<file path="config.mk">
export PLATFORM = sky130hd
export DESIGN_NAME = mc_control
export DESIGN_NICKNAME = d
export VERILOG_FILES = /design/src/rtl/mc_pkg.sv /design/src/rtl/alu_decode.sv /design/src/rtl/mc_control.sv
export SDC_FILE = /design/constraint.sdc
export NUM_CORES = 1
export LEC_CHECK = 0
export ABC_CLOCK_PERIOD_IN_PS = 3400
export CORE_MARGIN = 2
export CORE_UTILIZATION = 50
export CTS_CLUSTER_DIAMETER = 120
export DETAILED_ROUTE_END_ITERATION = 10
export PLACE_DENSITY = 0.85
export SLEW_MARGIN = 20
export SYNTH_ARGS = -nofsm -noshare
export SYNTH_HDL_FRONTEND = slang
export SYNTH_SLANG_ARGS = --single-unit
</file>
<file path="constraint.sdc">
create_clock -name clk -period 3.4 [get_ports clk]
set_input_delay 0.68 -clock clk [delete_from_list [all_inputs] [get_ports clk]]
set_output_delay 0.68 -clock clk [all_outputs]
set_load 0.01 [all_outputs]
</file>
<file path="src/rtl/mc_pkg.sv">
// Shared definitions for the multi-cycle MIPS control path: state encodings,
// instruction field constants, ALU opcodes, operand/PC mux codes and the
// control-word payload the FSM drives onto the datapath.
`timescale 1ns/1ps
package mc_pkg;

  localparam int unsigned OP_W    = 6;
  localparam int unsigned ALU_W   = 4;
  localparam int unsigned STATE_W = 4;
  localparam int unsigned SEL_W   = 2;

  // Encodings double as the debug state output
  typedef enum logic [STATE_W-1:0] {
    S_FETCH  = 4'd0,
    S_DECODE = 4'd1,
    S_MEMADR = 4'd2,
    S_MEMRD  = 4'd3,
    S_MEMWB  = 4'd4,
    S_MEMWR  = 4'd5,
    S_RTEX   = 4'd6,
    S_RTWB   = 4'd7,
    S_BRANCH = 4'd8,
    S_IMMEX  = 4'd9,
    S_IMMWB  = 4'd10,
    S_JUMP   = 4'd11
  } state_t;

  // Primary opcodes (IR[31:26])
  localparam logic [OP_W-1:0] OP_RTYPE = 6'b000000;
  localparam logic [OP_W-1:0] OP_J     = 6'b000010;
  localparam logic [OP_W-1:0] OP_BEQ   = 6'b000100;
  localparam logic [OP_W-1:0] OP_BNE   = 6'b000101;
  localparam logic [OP_W-1:0] OP_ADDI  = 6'b001000;
  localparam logic [OP_W-1:0] OP_ADDIU = 6'b001001;
  localparam logic [OP_W-1:0] OP_SLTI  = 6'b001010;
  localparam logic [OP_W-1:0] OP_ANDI  = 6'b001100;
  localparam logic [OP_W-1:0] OP_ORI   = 6'b001101;
  localparam logic [OP_W-1:0] OP_XORI  = 6'b001110;
  localparam logic [OP_W-1:0] OP_LW    = 6'b100011;
  localparam logic [OP_W-1:0] OP_SW    = 6'b101011;

  // R-type function codes (IR[5:0])
  localparam logic [OP_W-1:0] FN_SLL  = 6'b000000;
  localparam logic [OP_W-1:0] FN_SRL  = 6'b000010;
  localparam logic [OP_W-1:0] FN_SRA  = 6'b000011;
  localparam logic [OP_W-1:0] FN_SLLV = 6'b000100;
  localparam logic [OP_W-1:0] FN_SRLV = 6'b000110;
  localparam logic [OP_W-1:0] FN_SRAV = 6'b000111;
  localparam logic [OP_W-1:0] FN_JR   = 6'b001000;
  localparam logic [OP_W-1:0] FN_ADD  = 6'b100000;
  localparam logic [OP_W-1:0] FN_ADDU = 6'b100001;
  localparam logic [OP_W-1:0] FN_SUB  = 6'b100010;
  localparam logic [OP_W-1:0] FN_SUBU = 6'b100011;
  localparam logic [OP_W-1:0] FN_AND  = 6'b100100;
  localparam logic [OP_W-1:0] FN_OR   = 6'b100101;
  localparam logic [OP_W-1:0] FN_XOR  = 6'b100110;
  localparam logic [OP_W-1:0] FN_NOR  = 6'b100111;
  localparam logic [OP_W-1:0] FN_SLT  = 6'b101010;

  // ALU opcodes
  localparam logic [ALU_W-1:0] ALU_ADD    = 4'h0;
  localparam logic [ALU_W-1:0] ALU_SUB    = 4'h1;
  localparam logic [ALU_W-1:0] ALU_OR     = 4'h2;
  localparam logic [ALU_W-1:0] ALU_SLT    = 4'h3;
  localparam logic [ALU_W-1:0] ALU_AND    = 4'h4;
  localparam logic [ALU_W-1:0] ALU_XOR    = 4'h5;
  localparam logic [ALU_W-1:0] ALU_NOR    = 4'h6;
  localparam logic [ALU_W-1:0] ALU_SL     = 4'h7;
  localparam logic [ALU_W-1:0] ALU_SR     = 4'h8;
  localparam logic [ALU_W-1:0] ALU_SRA    = 4'h9;
  localparam logic [ALU_W-1:0] ALU_PASS_A = 4'hA;
  localparam logic [ALU_W-1:0] ALU_PASS_B = 4'hB;

  // alusrc_b and pc_src mux codes
  localparam logic [SEL_W-1:0] SRCB_REG    = 2'd0;
  localparam logic [SEL_W-1:0] SRCB_FOUR   = 2'd1;
  localparam logic [SEL_W-1:0] SRCB_IMM    = 2'd2;
  localparam logic [SEL_W-1:0] SRCB_BRANCH = 2'd3;
  localparam logic [SEL_W-1:0] PCSRC_ALU    = 2'd0;
  localparam logic [SEL_W-1:0] PCSRC_ALUOUT = 2'd1;
  localparam logic [SEL_W-1:0] PCSRC_JUMP   = 2'd2;

  // Control word driven onto the datapath each cycle
  typedef struct packed {
    logic [ALU_W-1:0] alu_ctr;
    logic             shiftsel;
    logic             alusrc_a;
    logic [SEL_W-1:0] alusrc_b;
    logic             ext_zero;
    logic             pc_write;
    logic [SEL_W-1:0] pc_src;
    logic             iord;
    logic             mem_read;
    logic             mem_write;
    logic             ir_write;
    logic             reg_write;
    logic             reg_dst;
    logic             mem_to_reg;
    logic             retire;
    logic             illegal;
    logic             bus_err;
  } ctrl_t;

endpackage

</file>
<file path="src/rtl/alu_decode.sv">
// Combinational ALU operation decode.
// Ports: op/funct (IR fields) -> alu_ctr, shiftsel (variable shift),
// ext_zero (logical immediates), illegal_funct (unsupported R-type funct).
// R-type instructions decode funct; everything else decodes the immediate op.
`timescale 1ns/1ps
module alu_decode
  import mc_pkg::*;
(
  input  logic [5:0] op,
  input  logic [5:0] funct,
  output logic [3:0] alu_ctr,
  output logic       shiftsel,
  output logic       ext_zero,
  output logic       illegal_funct
);

  always_comb begin
    alu_ctr       = ALU_ADD;
    shiftsel      = 1'b0;
    ext_zero      = 1'b0;
    illegal_funct = 1'b0;
    if (op == OP_RTYPE) begin
      case (funct)
        FN_ADD, FN_ADDU: alu_ctr = ALU_ADD;
        FN_SUB, FN_SUBU: alu_ctr = ALU_SUB;
        FN_AND:          alu_ctr = ALU_AND;
        FN_OR:           alu_ctr = ALU_OR;
        FN_XOR:          alu_ctr = ALU_XOR;
        FN_NOR:          alu_ctr = ALU_NOR;
        FN_SLT:          alu_ctr = ALU_SLT;
        FN_SLL:          alu_ctr = ALU_SL;
        FN_SRL:          alu_ctr = ALU_SR;
        FN_SRA:          alu_ctr = ALU_SRA;
        FN_SLLV: begin alu_ctr = ALU_SL;  shiftsel = 1'b1; end
        FN_SRLV: begin alu_ctr = ALU_SR;  shiftsel = 1'b1; end
        FN_SRAV: begin alu_ctr = ALU_SRA; shiftsel = 1'b1; end
        FN_JR:           alu_ctr = ALU_PASS_A;
        default:         illegal_funct = 1'b1;
      endcase
    end else begin
      case (op)
        OP_SLTI: alu_ctr = ALU_SLT;
        OP_ANDI: begin alu_ctr = ALU_AND; ext_zero = 1'b1; end
        OP_ORI:  begin alu_ctr = ALU_OR;  ext_zero = 1'b1; end
        OP_XORI: begin alu_ctr = ALU_XOR; ext_zero = 1'b1; end
        default: alu_ctr = ALU_ADD;
      endcase
    end
  end

endmodule

</file>
<file path="src/rtl/mc_control.sv">
// Multi-cycle control FSM for the MIPS core.
// Ports: clk, rst (sync, active-high); op/funct from IR, zero from the ALU,
// mem_ready from the memory port. Drives ALU opcode/operand muxes, PC/IR/
// register-file/memory strobes, retire/illegal/bus_err pulses, debug state.
// Outputs decode the current state; memory strobes and branch pc_write also
// depend on same-cycle mem_ready / zero.
`timescale 1ns/1ps
module mc_control
  import mc_pkg::*;
#(
  parameter int unsigned WAIT_LIMIT = 255,
  parameter int unsigned CNT_W      = 8
) (
  input  logic       clk,
  input  logic       rst,
  input  logic [5:0] op,
  input  logic [5:0] funct,
  input  logic       zero,
  input  logic       mem_ready,
  output logic [3:0] alu_ctr,
  output logic       shiftsel,
  output logic       alusrc_a,
  output logic [1:0] alusrc_b,
  output logic       ext_zero,
  output logic       pc_write,
  output logic [1:0] pc_src,
  output logic       iord,
  output logic       mem_read,
  output logic       mem_write,
  output logic       ir_write,
  output logic       reg_write,
  output logic       reg_dst,
  output logic       mem_to_reg,
  output logic       retire,
  output logic       illegal,
  output logic       bus_err,
  output logic [3:0] state
);

  state_t           state_q, state_d;
  logic [CNT_W-1:0] wait_cnt;
  logic             mem_state, timeout, hold;
  ctrl_t            ctl;
  logic [3:0]       dec_alu;
  logic             dec_shift, dec_ext, dec_illegal;

  alu_decode u_alu_decode (
    .op            (op),
    .funct         (funct),
    .alu_ctr       (dec_alu),
    .shiftsel      (dec_shift),
    .ext_zero      (dec_ext),
    .illegal_funct (dec_illegal)
  );

  // Timeout fires only in the limit cycle and only if mem_ready is still low
  assign mem_state = (state_q == S_FETCH) || (state_q == S_MEMRD) || (state_q == S_MEMWR);
  assign timeout   = (WAIT_LIMIT != 0) && mem_state && !mem_ready &&
                     (wait_cnt == CNT_W'(WAIT_LIMIT));
  // Counter runs only while parked in a memory state; any exit (including a
  // FETCH retry after timeout) leaves it cleared for the next access
  assign hold      = mem_state && !mem_ready && !timeout;

  // State register and wait counter
  always_ff @(posedge clk) begin
    if (rst) begin
      state_q  <= S_FETCH;
      wait_cnt <= '0;
    end else begin
      state_q  <= state_d;
      wait_cnt <= hold ? wait_cnt + CNT_W'(1) : '0;
    end
  end

  // Next-state and control-word decode
  always_comb begin
    state_d = state_q;
    ctl     = '0;
    case (state_q)
      S_FETCH: begin
        ctl.mem_read = 1'b1;
        ctl.alusrc_b = SRCB_FOUR;
        ctl.alu_ctr  = ALU_ADD;
        if (mem_ready) begin
          ctl.ir_write = 1'b1;
          ctl.pc_write = 1'b1;
          ctl.pc_src   = PCSRC_ALU;
          state_d      = S_DECODE;
        end else if (timeout) begin
          ctl.mem_read = 1'b0;
          ctl.bus_err  = 1'b1;
        end
      end
      S_DECODE: begin
        ctl.alusrc_b = SRCB_BRANCH;
        ctl.alu_ctr  = ALU_ADD;
        case (op)
          OP_RTYPE:      state_d = S_RTEX;
          OP_LW, OP_SW:  state_d = S_MEMADR;
          OP_BEQ, OP_BNE: state_d = S_BRANCH;
          OP_J:          state_d = S_JUMP;
          OP_ADDI, OP_ADDIU, OP_SLTI, OP_ANDI, OP_ORI, OP_XORI:
                         state_d = S_IMMEX;
          default: begin
            ctl.illegal = 1'b1;
            state_d     = S_FETCH;
          end
        endcase
      end
      S_MEMADR: begin
        ctl.alusrc_a = 1'b1;
        ctl.alusrc_b = SRCB_IMM;
        ctl.alu_ctr  = ALU_ADD;
        state_d      = (op == OP_SW) ? S_MEMWR : S_MEMRD;
      end
      S_MEMRD: begin
        ctl.mem_read = 1'b1;
        ctl.iord     = 1'b1;
        if (mem_ready) begin
          state_d = S_MEMWB;
        end else if (timeout) begin
          ctl.mem_read = 1'b0;
          ctl.bus_err  = 1'b1;
          state_d      = S_FETCH;
        end
      end
      S_MEMWB: begin
        ctl.reg_write  = 1'b1;
        ctl.mem_to_reg = 1'b1;
        ctl.retire     = 1'b1;
        state_d        = S_FETCH;
      end
      S_MEMWR: begin
        ctl.mem_write = 1'b1;
        ctl.iord      = 1'b1;
        if (mem_ready) begin
          ctl.retire = 1'b1;
          state_d    = S_FETCH;
        end else if (timeout) begin
          ctl.mem_write = 1'b0;
          ctl.bus_err   = 1'b1;
          state_d       = S_FETCH;
        end
      end
      S_RTEX: begin
        ctl.alusrc_a = 1'b1;
        ctl.alusrc_b = SRCB_REG;
        ctl.alu_ctr  = dec_alu;
        ctl.shiftsel = dec_shift;
        if (funct == FN_JR) begin
          ctl.pc_write = 1'b1;
          ctl.pc_src   = PCSRC_ALU;
          ctl.retire   = 1'b1;
          state_d      = S_FETCH;
        end else if (dec_illegal) begin
          ctl.illegal = 1'b1;
          state_d     = S_FETCH;
        end else begin
          state_d = S_RTWB;
        end
      end
      S_RTWB: begin
        ctl.reg_write = 1'b1;
        ctl.reg_dst   = 1'b1;
        ctl.retire    = 1'b1;
        state_d       = S_FETCH;
      end
      S_BRANCH: begin
        ctl.alusrc_a = 1'b1;
        ctl.alusrc_b = SRCB_REG;
        ctl.alu_ctr  = ALU_SUB;
        ctl.pc_src   = PCSRC_ALUOUT;
        ctl.pc_write = (op == OP_BNE) ? !zero : zero;
        ctl.retire   = 1'b1;
        state_d      = S_FETCH;
      end
      S_IMMEX: begin
        ctl.alusrc_a = 1'b1;
        ctl.alusrc_b = SRCB_IMM;
        ctl.alu_ctr  = dec_alu;
        ctl.ext_zero = dec_ext;
        state_d      = S_IMMWB;
      end
      S_IMMWB: begin
        // op is still held in IR, so the decode reproduces the IMMEX values
        ctl.alu_ctr   = dec_alu;
        ctl.ext_zero  = dec_ext;
        ctl.reg_write = 1'b1;
        ctl.retire    = 1'b1;
        state_d       = S_FETCH;
      end
      S_JUMP: begin
        ctl.pc_write = 1'b1;
        ctl.pc_src   = PCSRC_JUMP;
        ctl.retire   = 1'b1;
        state_d      = S_FETCH;
      end
      default: state_d = S_FETCH;
    endcase
    // Reset silences every strobe immediately so an abandoned instruction writes nothing
    if (rst) begin
      ctl = '0;
    end
  end

  assign alu_ctr    = ctl.alu_ctr;
  assign shiftsel   = ctl.shiftsel;
  assign alusrc_a   = ctl.alusrc_a;
  assign alusrc_b   = ctl.alusrc_b;
  assign ext_zero   = ctl.ext_zero;
  assign pc_write   = ctl.pc_write;
  assign pc_src     = ctl.pc_src;
  assign iord       = ctl.iord;
  assign mem_read   = ctl.mem_read;
  assign mem_write  = ctl.mem_write;
  assign ir_write   = ctl.ir_write;
  assign reg_write  = ctl.reg_write;
  assign reg_dst    = ctl.reg_dst;
  assign mem_to_reg = ctl.mem_to_reg;
  assign retire     = ctl.retire;
  assign illegal    = ctl.illegal;
  assign bus_err    = ctl.bus_err;
  assign state      = rst ? 4'd0 : 4'(state_q);

endmodule

</file>
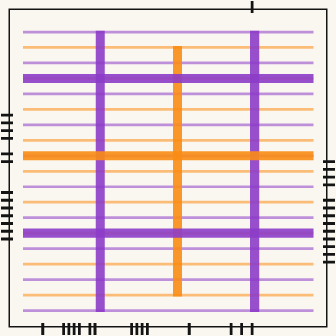
(supply network)
Pins as bars on the die edge.
- purple: VSS
- orange: VDD
- signal pins: 42
- met4 straps: 3
- met1 rails: 19
- met5 straps: 3
- rows: 18
horizontal extent of the die: 55.6 µm
total core area: 0.00250 mm²

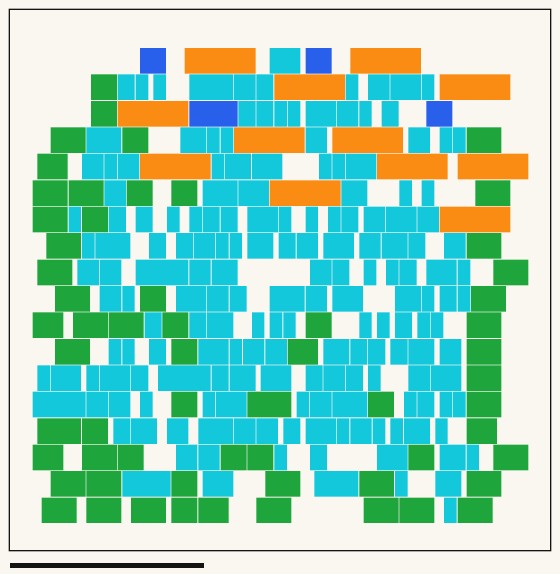
(placement by cell class)
Scale bar: 20 µm.
- orange: registers (cells 12)
- green: remaining buffers and delay cells (cells 60)
- blue: clock drivers and dummy loads (cells 4)
- cyan: remaining logic cells (cells 175)

==> flow report <==
STA
--------------------------------------------------------------------------------
Fin worst setup slack                                                     120 ps
Final number of max-transition violations                                      0
Final-report setup violation count                                             0
Final Hold Slack                                                          486 ps
Final min period                                                         3280 ps
Summed negative setup slack over all endpoints                              0 ps
Max-Slew Margin vs Limit                                                   55.5%
RSZ-0062 raised after global routing                                          no
Final critical-path share of the clock period                              96.5%
Total count of hold-check failures in the final report                         0
Least-Margin Pin Slew                                                     667 ps
Fmax achieved                                                          0.305 GHz

ROUTING
--------------------------------------------------------------------------------
Detailed router's first-iteration violation count                            115
Via density per instance                                                    6.19
Vias                                                                        1738
Drc violations                                                                 0
WL/cell                                                                  15.1 µm
Drt total wl                                                             4.24 mm
Router iterations before antenna repair                                        6
Number of nets with antenna violations after routing                           0

CTS
--------------------------------------------------------------------------------
TritonCTS clock tree                                                         yes
Largest buffer count on any clock path                                         2
Buffer cell driving the clock tree root                                 clkbuf_4
Total of hold buffers inserted after clock tree synthesis                      0
Clock transition at the registers of the reported paths                    70 ps
Post CTS Setup Buffer Count                                                    0
Depth of the CTS H-tree                                                        1
Clock sinks                                                                   12
Number of clock buffers inserted by TritonCTS                                  3

SYNTH
--------------------------------------------------------------------------------
Synth Area in Simple Gates                                                 43.0%
Xor/xnor share                                                             5.27%
Cells in synth_stat.txt                                                      198
Synth Warn #                                                                   0
Post-synth top area share                                                  18.1%
Library cell with the highest instance count after synthesis              nor2_1
Cell accounting for the most synthesized area                            dfxtp_1
Dominant kind of combinational cell                                 simple AND/OR/NAND/NOR gates
AND-OR/OR-AND share of the synthesized area                                25.8%
Post-synthesis cell type count                                                55
Post-Synthesis Mean Instance Area                                       6.71 µm²
Synth mux share                                                               0%
Synth async-reset ratio                                                       0%
Count of state elements after synthesis                                       12
Adder-cell share of the synthesized area                                  0.942%
Post-synth tally of flip-flops with integrated enable                          0
Nets at Floorplan                                                            215
Cell Area, Synth                                                     0.00133 mm²
Most numerous cell types in the synthesized netlist                 34 x nor2_1, 17 x nand2_1, 12 x dfxtp_1
Top area cells in the synthesized netlist                           dfxtp_1 18%, nor2_1 9.6%, nand2_1 4.8%, nand3_1 3.8%, xor2_1 3.3%
Sequential element share of the synthesized area                           18.1%
Most frequently used flop master after synthesis                         dfxtp_1
Number of instances in the synthesized netlist                               198
Area reported by Yosys stat                                          0.00133 mm²

PLACED DESIGN
--------------------------------------------------------------------------------
Instance area at placement                                           0.00186 mm²
Routability-driven placement congestion ratio                              0.881
Dpl ws                                                                   -176 ps
Hpwl dp                                                                  3.31 mm
Port Buffers                                                                  41
Total instance count after detailed placement                                277

PWR
--------------------------------------------------------------------------------
Internal cell power                                                   0.000279 W
Worst IR drop on VDD                                                  0.000287 V
Fraction of power consumed by combinational cells                          35.6%
Proportion of power drawn by flip-flops and latches                        36.9%
Net Sw Frac                                                                33.5%
Leakage dissipation                                                     0.737 nW
Sw power                                                              0.000141 W
Total power divided by cell area                                      220 mW/mm²
Clock group share of total power                                           27.6%
Total chip power                                                      0.000420 W

HOLD PATH
--------------------------------------------------------------------------------
Worst hold-check path type                                          flip-flop to flip-flop
Hold Path Sink                                                      wait_cnt[0]$_SDFF_PP0_
Hold Startpoint                                                     wait_cnt[0]$_SDFF_PP0_
WHS Path Cells                                                                 1

WORST SETUP PATH
--------------------------------------------------------------------------------
Crit end category                                                     output pin
Required @ worst endpoint                                                2720 ps
Critical path class                                                 input pin to output pin
Worst reg2reg endpoint                                              wait_cnt[0]$_SDFF_PP0_
Worst r2r src                                                       state_q[1]$_SDFFE_PP0P_
Termination of the worst setup path                                     pc_write
Setup slack on the worst flop-to-flop path                               1430 ps
Cell depth of the worst flop-to-flop path                                      5
Worst Path Buf+Inv                                                             2
Critical Path Start                                                     funct[3]
Arr. time, crit path                                                     2600 ps
Delay of the slowest cell on the worst path                               500 ps
CP max-delay cell                                                   clkdlybuf4s50_1
Critical Path Stages                                                           7
Worst Setup Start Kind                                                 input pin
Max Fanout on Critical Path                                                    3
Cells along the critical path                                       clkdlybuf4s50_1, or4b_4, nor2_2, a32o_1, nand2_1, a211oi_2, dlygate4sd2_1
Largest delay share family, worst path                              buffers and inverters

LAYOUT
--------------------------------------------------------------------------------
Multi-input logic portion of the cell area                                 53.0%
Area occupied by registers                                               240 µm²
Tally of filler cells in the layout                                          187
Clock buffers and inverters, area share                                    1.90%
Clock buffer count                                                             4
Plain + repair buffers                                                        60
Layout-stage area growth over the synthesis result                         43.8%
Non-clock buffer share                                                     28.8%
Layout Cell Area excl Fill                                           0.00191 mm²
Combinational Area                                                   0.00101 mm²
Antenna diode instance count                                                   0
Core occupancy in the finished layout                                      76.4%
Multi-input gates                                                            166
Nets                                                                         269
Ratio of cells with drive above 1 in the final layout                      14.3%
Inverter tally of the final layout excluding the clock network                 9
Layout Cells excl Fill                                                       281
Register fraction of the total cell area                                   12.6%
Top cell class by occupied area                                     multi-input combinational cells
Sequential cell count                                                         12

FLOORPLANNING
--------------------------------------------------------------------------------
Floorplan utilization                                                      53.2%
Row Count                                                                     18
Boundary Pins                                                                 42
DIE AREA                                                             0.00309 mm²
Inserted tap cell count                                                       30

GLOBAL ROUTING
--------------------------------------------------------------------------------
Number of antenna violations at the first check in global routing              0
Remaining global-route overflow                                                0
Pin count of the biggest net entering global routing                          20
All-Layer GR Usage                                                         27.0%
Global-route wire length before repair                                   6.93 mm
Vias in the first global route                                              1532

OUTCOME
--------------------------------------------------------------------------------
Status                                                                 completed

JOB
--------------------------------------------------------------------------------
Max Cap Viol                                                                   0
Warning total across the stage logs                                           26

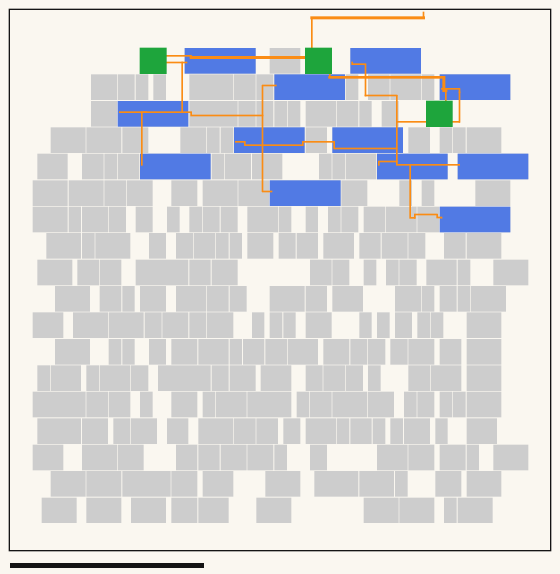
(clock network drawn from the DEF)
Scale bar: 20 µm.
- blue: flip-flops (count 12)
- orange: clock wires (length 158 µm)
- green: clock-net drivers (count 3)
- routed clock nets: 4
clock network power consumption: 0.000116 W
clock latency on the worst-skew pair: 280 ps
clk_skew: 8.15 ps

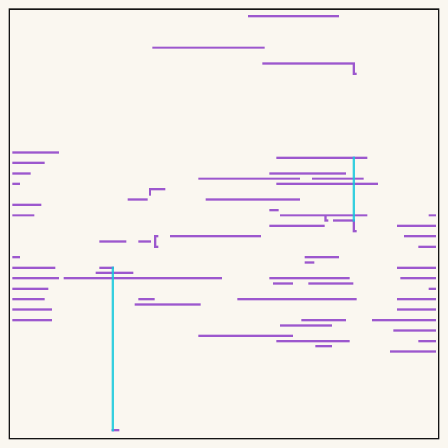
(signal wires by layer)
Two of the layers only.
- cyan: M4 (wire length 29.2 µm)
- purple: M3 (wire length 361 µm)

==> cells in the final DEF, fill, tap and decap left out, drive strengths merged, types with 3 or more instances in the layout <==
| master | synthesis | routed |
|---|---|---|
| nor3 | 10 | 10 |
| clkdlybuf4s50 | 0 | 33 |
| a211oi | 3 | 3 |
| clkbuf | 4 | 4 |
| nand3 | 10 | 10 |
| a31oi | 5 | 5 |
| nor4b | 3 | 3 |
| nand2 | 17 | 17 |
| a21oi | 8 | 8 |
| dlygate4sd2 | 0 | 6 |
| nand2b | 4 | 4 |
| o21ai | 7 | 7 |
| xor2 | 5 | 5 |
| and3 | 3 | 3 |
| dfxtp | 12 | 12 |
| nor2b | 6 | 6 |
| xnor2 | 3 | 3 |
| o211ai | 3 | 3 |
| and2 | 3 | 3 |
| inv | 9 | 9 |
| nor4 | 3 | 3 |
| or3 | 3 | 3 |
| nor2 | 34 | 34 |
| or2 | 4 | 4 |
| buf | 7 | 19 |
==> repair_timing <==
item	CTS	global route
pin swaps	0	0
gates resized	7	4
endpoints found under the setup margin	6	3
==> power groups by stage <==
| stage | combinational, W | clock, W | sequential, W |
|---|---|---|---|
| 6_report | 0.000149 | 0.000116 | 0.000155 |
| 4_1_cts | 0.000146 | 0.000118 | 0.000154 |
| 5_1_grt | 0.000163 | 0.000123 | 0.000156 |
| 3_5_place_dp | 0.000147 | 0 | 0.000157 |
| 3_3_place_gp | 0.000140 | 0 | 0.000157 |
| 2_1_floorplan | 0.0000829 | 0 | 0.000151 |
==> layer usage <==
layer | vias up | GRT usage, % | wire length, µm
li1 | 835 | - | -
met1 | 792 | 33.1 | 1730
met2 | 107 | 49.0 | 2120
met3 | 4 | 5.62 | 361
met4 | 0 | 4.18 | 29
met5 | - | 0 | 0
==> state kept, by name, summed over array words and instances (netlist names) <==
register / count
state_q: 4
wait_cnt: 8
Power is estimated from default activity; no workload was simulated.
